### Metal 1

The bar under the picture is 100 microns long. Cells faint in the background.
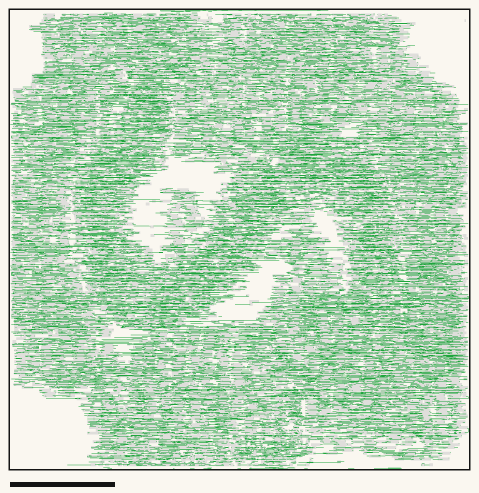
### M2 wires

The bar under the picture is 100 microns long. Cells faint in the background.
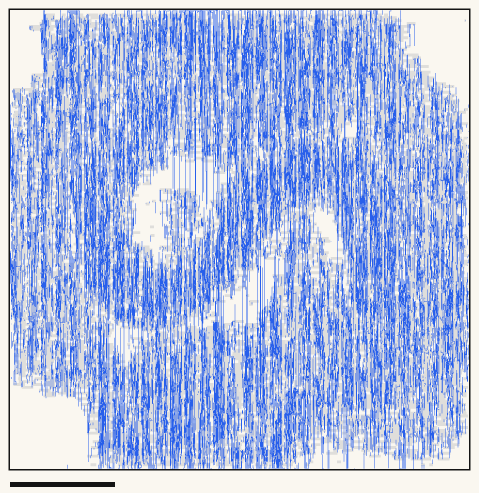
### Met3 routing

The bar under the picture is 100 microns long. Cells faint in the background.
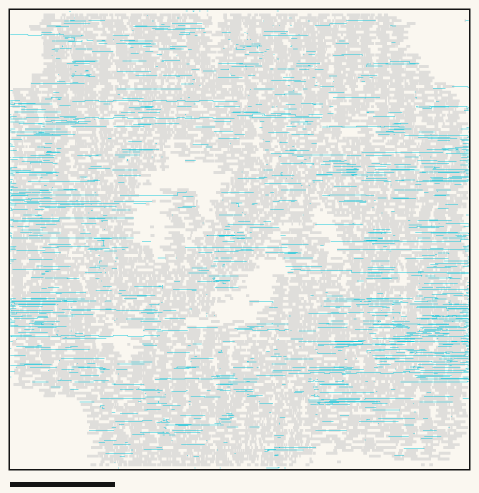
### Metal 4

The bar under the picture is 100 microns long.
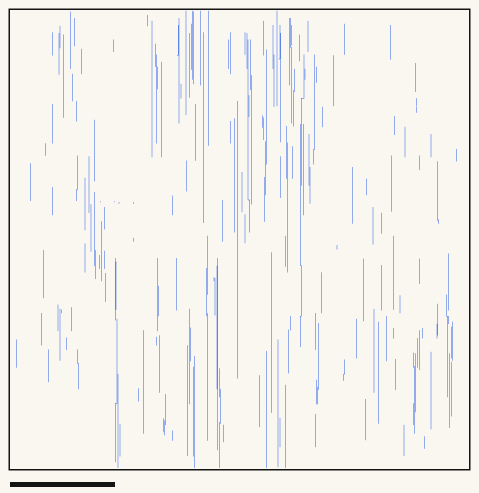
### Congestion heat map

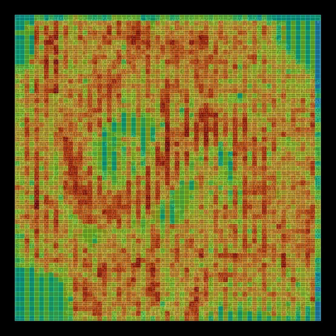
`config.mk`:
```
export PLATFORM = sky130hd
export DESIGN_NAME = pcie_dll_tx_replay_flat
export DESIGN_NICKNAME = d
export VERILOG_FILES = /design/src/rtl/pcie_dll_pkg.sv /design/src/rtl/pcie_dll_tx_replay_if.sv /design/src/rtl/pcie_lcrc32.sv /design/src/rtl/pcie_dll_tx_replay.sv /design/src/flat_wrapper.sv
export SDC_FILE = /design/constraint.sdc
export NUM_CORES = 2
export LEC_CHECK = 0
export CORE_UTILIZATION = 61
export CTS_CLUSTER_SIZE = 20
export DETAILED_ROUTE_END_ITERATION = 16
export GPL_ROUTABILITY_DRIVEN = 0
export PLACE_DENSITY_LB_ADDON = 0.3
export SLEW_MARGIN = 15
export SYNTH_ARGS = -nofsm -noshare
export SYNTH_HDL_FRONTEND = slang
export SYNTH_SLANG_ARGS = --single-unit
```
`constraint.sdc`:
```
create_clock -name clk -period 33.4 [get_ports clk]
set_clock_uncertainty 0.05 [all_clocks]
set_input_delay 6.68 -clock clk [delete_from_list [all_inputs] [get_ports clk]]
set_output_delay 6.68 -clock clk [all_outputs]
set_load 0.005 [all_outputs]
```
`src/rtl/pcie_dll_pkg.sv`:
```
// Shared types and helpers for the PCIe DLL transmit/replay stage.
package pcie_dll_pkg;

  localparam int SEQ_W    = 12;
  localparam int TLP_W    = 224;
  localparam int LPDU_W   = 272;
  localparam int CRC_IN_W = LPDU_W - 32;   // {4'b0, seq, tlp}
  localparam int ENTRY_W  = SEQ_W + TLP_W; // replay buffer word

  localparam logic [31:0] LCRC_POLY = 32'h04C1_1DB7;

  typedef logic [SEQ_W-1:0] seq_t;

  typedef enum logic {ST_NORMAL, ST_REPLAY} dll_state_t;

  // Sequence-number distance a - b modulo 4096.
  function automatic seq_t seq_diff(input seq_t a, input seq_t b);
    return a - b;
  endfunction

endpackage

```
`src/rtl/pcie_dll_tx_replay_if.sv`:
```
// TLP input, LPDU output and ACK/NAK status bundle of the DLL transmit stage.
interface pcie_dll_tx_replay_if;
  import pcie_dll_pkg::*;

  logic              tlp_valid_i;
  logic [TLP_W-1:0]  tlp_i;
  logic              tlp_ready_o;
  logic              lpdu_valid_o;
  logic [LPDU_W-1:0] lpdu_o;
  logic              lpdu_ready_i;
  logic              ack_valid_i;
  logic              nak_valid_i;
  seq_t              acknak_seq_i;
  logic              replay_busy_o;
  logic              protocol_err_o;
  logic              retrain_req_o;

  // Environment side: arbiter, framer and DLLP receiver.
  modport master (
    output tlp_valid_i, tlp_i, lpdu_ready_i, ack_valid_i, nak_valid_i, acknak_seq_i,
    input  tlp_ready_o, lpdu_valid_o, lpdu_o, replay_busy_o, protocol_err_o, retrain_req_o
  );

  // DLL transmit stage side.
  modport slave (
    input  tlp_valid_i, tlp_i, lpdu_ready_i, ack_valid_i, nak_valid_i, acknak_seq_i,
    output tlp_ready_o, lpdu_valid_o, lpdu_o, replay_busy_o, protocol_err_o, retrain_req_o
  );

endinterface

```
`src/rtl/pcie_lcrc32.sv`:
```
// Combinational LCRC: CRC-32 (0x04C11DB7), init all-ones, MSB first, result inverted.
module pcie_lcrc32
  import pcie_dll_pkg::*;
(
  input  logic [CRC_IN_W-1:0] data,
  output logic [31:0]         lcrc
);

  function automatic logic [31:0] crc32_msb(input logic [CRC_IN_W-1:0] d);
    logic [31:0] c;
    c = 32'hFFFF_FFFF;
    for (int i = CRC_IN_W - 1; i >= 0; i--) begin
      if (c[31] ^ d[i]) c = {c[30:0], 1'b0} ^ LCRC_POLY;
      else              c = {c[30:0], 1'b0};
    end
    return ~c;
  endfunction

  // Fully unrolled bit-serial division over the whole LPDU header+payload.
  always_comb begin
    lcrc = crc32_msb(data);
  end

endmodule

```
`src/rtl/pcie_dll_tx_replay.sv`:
```
// DLL transmit stage: sequence numbering, LCRC, replay buffer and ACK/NAK handling.
module pcie_dll_tx_replay
  import pcie_dll_pkg::*;
#(
  parameter int REPLAY_DEPTH = 8
) (
  input  logic                 clk,
  input  logic                 rst_n,
  pcie_dll_tx_replay_if.slave  dll
);

  localparam int PTR_W = (REPLAY_DEPTH > 1) ? $clog2(REPLAY_DEPTH) : 1;
  localparam int CNT_W = PTR_W + 1;
  localparam int CMP_W = SEQ_W + 1;

  typedef logic [PTR_W-1:0] ptr_t;
  typedef logic [CNT_W-1:0] cnt_t;

  localparam cnt_t DEPTH_C = cnt_t'(REPLAY_DEPTH);

  dll_state_t state_q, state_d;
  seq_t       next_seq_q, ackd_seq_q;
  cnt_t       count_q, replay_cnt_q;
  ptr_t       wr_ptr_q, rd_ptr_q, replay_ptr_q;
  logic [1:0] replay_num_q;
  logic       err_q, rtr_q;
  logic       replay_busy;

  logic [ENTRY_W-1:0] buf_mem [REPLAY_DEPTH];

  // Output slot (stage p1)
  logic              vld_p1;
  logic [LPDU_W-1:0] lpdu_p1;

  logic               slot_free, tlp_ready, accept;
  logic               an_evt, an_ok, purge, bad_seq, nak_replay;
  seq_t               an_n;
  cnt_t               n_cnt, remain;
  logic               replay_load, replay_last, load;
  logic [ENTRY_W-1:0] load_entry;
  logic [CRC_IN_W-1:0] crc_in;
  logic [31:0]        lcrc;

  assign slot_free = !vld_p1 || dll.lpdu_ready_i;
  assign tlp_ready = rst_n && (state_q == ST_NORMAL) && (count_q < DEPTH_C) && slot_free;
  assign accept    = dll.tlp_valid_i && tlp_ready;

  // ACK/NAK are only honoured in NORMAL; a NAK wins over a simultaneous ACK.
  assign an_evt     = (state_q == ST_NORMAL) && (dll.ack_valid_i || dll.nak_valid_i);
  assign an_n       = seq_diff(dll.acknak_seq_i, ackd_seq_q);
  assign an_ok      = CMP_W'(an_n) <= CMP_W'(count_q);
  assign purge      = an_evt && an_ok;
  assign bad_seq    = an_evt && !an_ok;
  assign n_cnt      = purge ? cnt_t'(an_n) : '0;
  assign remain     = count_q - n_cnt;
  assign nak_replay = purge && dll.nak_valid_i && (remain != '0);

  assign replay_load = (state_q == ST_REPLAY) && slot_free;
  assign replay_last = replay_load && (replay_cnt_q == cnt_t'(1));
  assign load        = accept || replay_load;

  // Replays reuse the stored {seq, tlp}; fresh TLPs take the next sequence number.
  always_comb begin
    load_entry = {next_seq_q, dll.tlp_i};
    if (replay_load) load_entry = buf_mem[replay_ptr_q];
  end

  assign crc_in = {4'b0000, load_entry};

  pcie_lcrc32 u_lcrc (
    .data (crc_in),
    .lcrc (lcrc)
  );

  // FSM state register.
  always_ff @(posedge clk or negedge rst_n) begin
    if (!rst_n) state_q <= ST_NORMAL;
    else        state_q <= state_d;
  end

  // FSM next state: enter REPLAY on a NAK with outstanding entries, leave on the last load.
  always_comb begin
    state_d = state_q;
    case (state_q)
      ST_NORMAL: if (nak_replay)  state_d = ST_REPLAY;
      ST_REPLAY: if (replay_last) state_d = ST_NORMAL;
      default:                    state_d = ST_NORMAL;
    endcase
  end

  // FSM outputs.
  always_comb begin
    replay_busy = (state_q == ST_REPLAY);
  end

  // Replay buffer write: every accepted TLP is retained with its sequence number.
  always_ff @(posedge clk) begin
    if (accept) buf_mem[wr_ptr_q] <= {next_seq_q, dll.tlp_i};
  end

  // Sequence, pointer, count and replay bookkeeping.
  always_ff @(posedge clk or negedge rst_n) begin
    if (!rst_n) begin
      next_seq_q   <= '0;
      ackd_seq_q   <= '1;
      count_q      <= '0;
      wr_ptr_q     <= '0;
      rd_ptr_q     <= '0;
      replay_num_q <= '0;
      replay_cnt_q <= '0;
      replay_ptr_q <= '0;
      err_q        <= 1'b0;
      rtr_q        <= 1'b0;
    end else begin
      err_q <= bad_seq;
      rtr_q <= nak_replay && (replay_num_q == 2'd3);
      if (accept) begin
        next_seq_q <= next_seq_q + seq_t'(1);
        wr_ptr_q   <= wr_ptr_q + ptr_t'(1);
      end
      count_q <= count_q + cnt_t'(accept) - n_cnt;
      if (purge) begin
        rd_ptr_q   <= rd_ptr_q + ptr_t'(n_cnt);
        ackd_seq_q <= dll.acknak_seq_i;
        if (dll.nak_valid_i) begin
          if (remain != '0) replay_num_q <= replay_num_q + 2'd1;
        end else if (an_n != '0) begin
          replay_num_q <= '0;
        end
      end
      if (nak_replay) begin
        replay_cnt_q <= remain;
        replay_ptr_q <= rd_ptr_q + ptr_t'(n_cnt);
      end else if (replay_load) begin
        replay_cnt_q <= replay_cnt_q - cnt_t'(1);
        replay_ptr_q <= replay_ptr_q + ptr_t'(1);
      end
    end
  end

  // Output slot load: hold while the framer stalls, clear once consumed.
  always_ff @(posedge clk or negedge rst_n) begin
    if (!rst_n) begin
      vld_p1  <= 1'b0;
      lpdu_p1 <= '0;
    end else if (load) begin
      vld_p1  <= 1'b1;
      lpdu_p1 <= {crc_in, lcrc};
    end else if (dll.lpdu_ready_i) begin
      vld_p1  <= 1'b0;
    end
  end

  assign dll.tlp_ready_o    = tlp_ready;
  assign dll.lpdu_valid_o   = vld_p1;
  assign dll.lpdu_o         = lpdu_p1;
  assign dll.replay_busy_o  = replay_busy;
  assign dll.protocol_err_o = err_q;
  assign dll.retrain_req_o  = rtr_q;

endmodule
```
`src/flat_wrapper.sv`:
```
// flat-port wrapper written by rule: the top's interface ports become plain ports
module pcie_dll_tx_replay_flat import pcie_dll_pkg::*;
#(
  parameter int REPLAY_DEPTH = 8
)
  (clk, rst_n, dll_tlp_valid_i, dll_tlp_i, dll_lpdu_ready_i, dll_ack_valid_i, dll_nak_valid_i, dll_acknak_seq_i, dll_tlp_ready_o, dll_lpdu_valid_o, dll_lpdu_o, dll_replay_busy_o, dll_protocol_err_o, dll_retrain_req_o);
  pcie_dll_tx_replay_if dll_i ();
  input  logic clk;
  input  logic rst_n;
  input wire logic [$bits(dll_i.tlp_valid_i)-1:0] dll_tlp_valid_i;
  input wire logic [$bits(dll_i.tlp_i)-1:0] dll_tlp_i;
  input wire logic [$bits(dll_i.lpdu_ready_i)-1:0] dll_lpdu_ready_i;
  input wire logic [$bits(dll_i.ack_valid_i)-1:0] dll_ack_valid_i;
  input wire logic [$bits(dll_i.nak_valid_i)-1:0] dll_nak_valid_i;
  input wire logic [$bits(dll_i.acknak_seq_i)-1:0] dll_acknak_seq_i;
  output wire logic [$bits(dll_i.tlp_ready_o)-1:0] dll_tlp_ready_o;
  output wire logic [$bits(dll_i.lpdu_valid_o)-1:0] dll_lpdu_valid_o;
  output wire logic [$bits(dll_i.lpdu_o)-1:0] dll_lpdu_o;
  output wire logic [$bits(dll_i.replay_busy_o)-1:0] dll_replay_busy_o;
  output wire logic [$bits(dll_i.protocol_err_o)-1:0] dll_protocol_err_o;
  output wire logic [$bits(dll_i.retrain_req_o)-1:0] dll_retrain_req_o;
  assign dll_i.tlp_valid_i = dll_tlp_valid_i;
  assign dll_i.tlp_i = dll_tlp_i;
  assign dll_i.lpdu_ready_i = dll_lpdu_ready_i;
  assign dll_i.ack_valid_i = dll_ack_valid_i;
  assign dll_i.nak_valid_i = dll_nak_valid_i;
  assign dll_i.acknak_seq_i = dll_acknak_seq_i;
  assign dll_tlp_ready_o = dll_i.tlp_ready_o;
  assign dll_lpdu_valid_o = dll_i.lpdu_valid_o;
  assign dll_lpdu_o = dll_i.lpdu_o;
  assign dll_replay_busy_o = dll_i.replay_busy_o;
  assign dll_protocol_err_o = dll_i.protocol_err_o;
  assign dll_retrain_req_o = dll_i.retrain_req_o;
  pcie_dll_tx_replay #(.REPLAY_DEPTH(REPLAY_DEPTH)) u_core (.clk(clk), .rst_n(rst_n), .dll(dll_i));
endmodule
```
==> impl_metrics.csv <==
group,metric,value,unit
floorplanning,fp_util,61.63,%
synthesis,syn_inst,6442,
timing,setup_violations,0,
floorplanning,row_count,158,
clock_network,ctsHoldBuffers,0,
cells_and_area,layoutNonFillerInstCount,9681,
run_status,status,"finished, final reports clean",
synthesis,synth_flops,2203,
synthesis,avgSynthCellArea,17.82,sq um
job,warning_count,56,
synthesis,post-synth-top-count-cell,"edfxtp_1",
routing,drc,0,
routing,drt_first_pass_iters,5,
place,dpl.hpwl,183.4,mm
clock_network,root_buffer,"clkbuf_16",
timing,finalWorstSetupSlack,3.888,ns
global_route,grt_overflow,0,
clock_network,clk_path_buf_depth,3,
timing,timing.setup.tns,0,ns
synthesis,synth_area,114800,sq um
timing,max_freq,33.88,MHz
setup_path,cp_max_fo,36,
setup_path,cp.arrival,30.16,ns
timing,drv_slew,0,
timing,hold_viol_final,0,
place,io_buffers,514,
synthesis,enable_flop_cells,1888,
routing,ant_nets,0,
cells_and_area,finalNetCount,7258,
place,place_area,122500,sq um
floorplanning,die_h,435.8,microns
setup_path,start_kind,"input pin",
routing,route.final.wire_length,280.5,mm
synthesis,top_cells_by_count,"edfxtp_1 (1,888), xnor2_1 (754), xnor3_1 (595), mux4_2 (428)",
setup_path,cp_common_cell,"xnor3_1",
timing,rsz0062_at_grt,"false",
setup_path,critPathKind,"input pin to flop",
synthesis,synth-async-reset-ratio,14.30,%
synthesis,ys_seq_share,56.28,%
Back to the opening pictures, 'Metal 1':
- longest straight run: 136 microns
- share of all routed wire: 38%

Back to the opening pictures, 'M2 wires':
- nets with wire on the layer: 6,570
- share of all routed wire: 52%
- longest straight run: 222 microns
- main direction: vertical
- wire length on this layer: 145 mm

Back to the opening pictures, 'Met3 routing':
- main direction: horizontal
- longest straight run: 125 microns

Back to the opening pictures, 'Metal 4':
- nets with wire on the layer: 142
- share of all routed wire: 3.5%
- wire length on this layer: 9,790 microns
- main direction: vertical
- longest straight run: 263 microns

Back to the opening pictures, 'Congestion heat map':
Tot GR Track Use: 29.79%
Final Util: 69.76%
wire length per cell: 28.98 microns
most crowded layer after global routing: met2

area by class of cell:
type                       instances  area (sq um)
clock buffer                     298          5984
sequential                      2203         64600
fill                           11711         56310
timing repair buffer             595          5896
multi-input combinational       3934         48810
inverter                          36         135.1
clock inverter                   108          1318
tap                             2480          3103
antenna                           27         67.56
routing by layer:
| metal | global-route usage, % | vias to the layer above | routed length [microns] |
|---|---|---|---|
| met1 | 39.16 | 31094 | 107300 |
| met2 | 50.83 | 2480 | 144900 |
| li1 | - | 25507 | - |
| met4 | 10.65 | 14 | 9792 |
| met5 | 0 | - | 86 |
| met3 | 4.549 | 468 | 18420 |
worst max-delay path: cells and delay by family:
kind | cells | cell delay [ns]
buffers and inverters | 3 | 1.38
AND-OR/OR-AND | 2 | 0.65
XOR/XNOR | 42 | 20.87
AND/OR/NAND/NOR | 2 | 0.49
final timing paths:
kind | start | end | cells after the start
min in group asynchronous | rst_n | u_core.dll.lpdu_o[119] | 1
worst min register to register | u_core.dll.lpdu_o[202] | u_core.dll.lpdu_o[202] | 2
worst max register to register | u_core.replay_ptr_q[0] | u_core.dll.lpdu_o[8] | 48
worst max-delay path | dll_lpdu_ready_i | u_core.dll.lpdu_o[8] | 49
worst min-delay path | u_core.dll.lpdu_o[202] | u_core.dll.lpdu_o[202] | 2
max in group asynchronous | rst_n | u_core.dll.lpdu_o[160] | 4
kinds of logic (layout without fill, tap and decap cells):
kind of cell               count (synthesis)  after routing  share of synthesized area [%]
xor gates and xnor gates                1970           1970                          25.93
DFF                                     2203           2203                          56.28
AOI/OAI and AO/OA                        602            602                          2.934
other                                      1             31                       0.003268
muxes                                    748            748                          11.22
buffers and inverters                    308           1037                          1.272
and+or+nand+nor                          577            577                          1.970
adders and majority gates                 33             33                         0.3925
cell usage in the layout (no fill, tap or decap), types with 36 or more instances in the layout:
| cell type | n |
|---|---|
| clkbuf_16 | 217 |
| dfrtp_1 | 300 |
| nand2_1 | 274 |
| o21ai_0 | 238 |
| buf_4 | 70 |
| xor3_1 | 96 |
| xnor3_1 | 595 |
| mux2i_1 | 303 |
| xor2_1 | 299 |
| xnor2_4 | 36 |
| clkbuf_1 | 56 |
| a22oi_1 | 44 |
| a21oi_1 | 253 |
| xnor2_2 | 61 |
| clkdlybuf4s50_1 | 513 |
| xnor3_2 | 63 |
| xnor2_1 | 754 |
| edfxtp_1 | 1888 |
| nor2_1 | 257 |
| mux4_2 | 428 |
registers in the layout (all words and copies together), names as in the netlist, 2 cells and up:
signal / flops
u_core.replay_cnt_q: 4
u_core.next_seq_q: 12
u_core.replay_ptr_q: 3
u_core.ackd_seq_q: 12
u_core.replay_num_q: 2
u_core.count_q: 4
u_core.dll.lpdu_o: 268
u_core.rd_ptr_q: 3
u_core.buf_mem: 1888
u_core.wr_ptr_q: 3
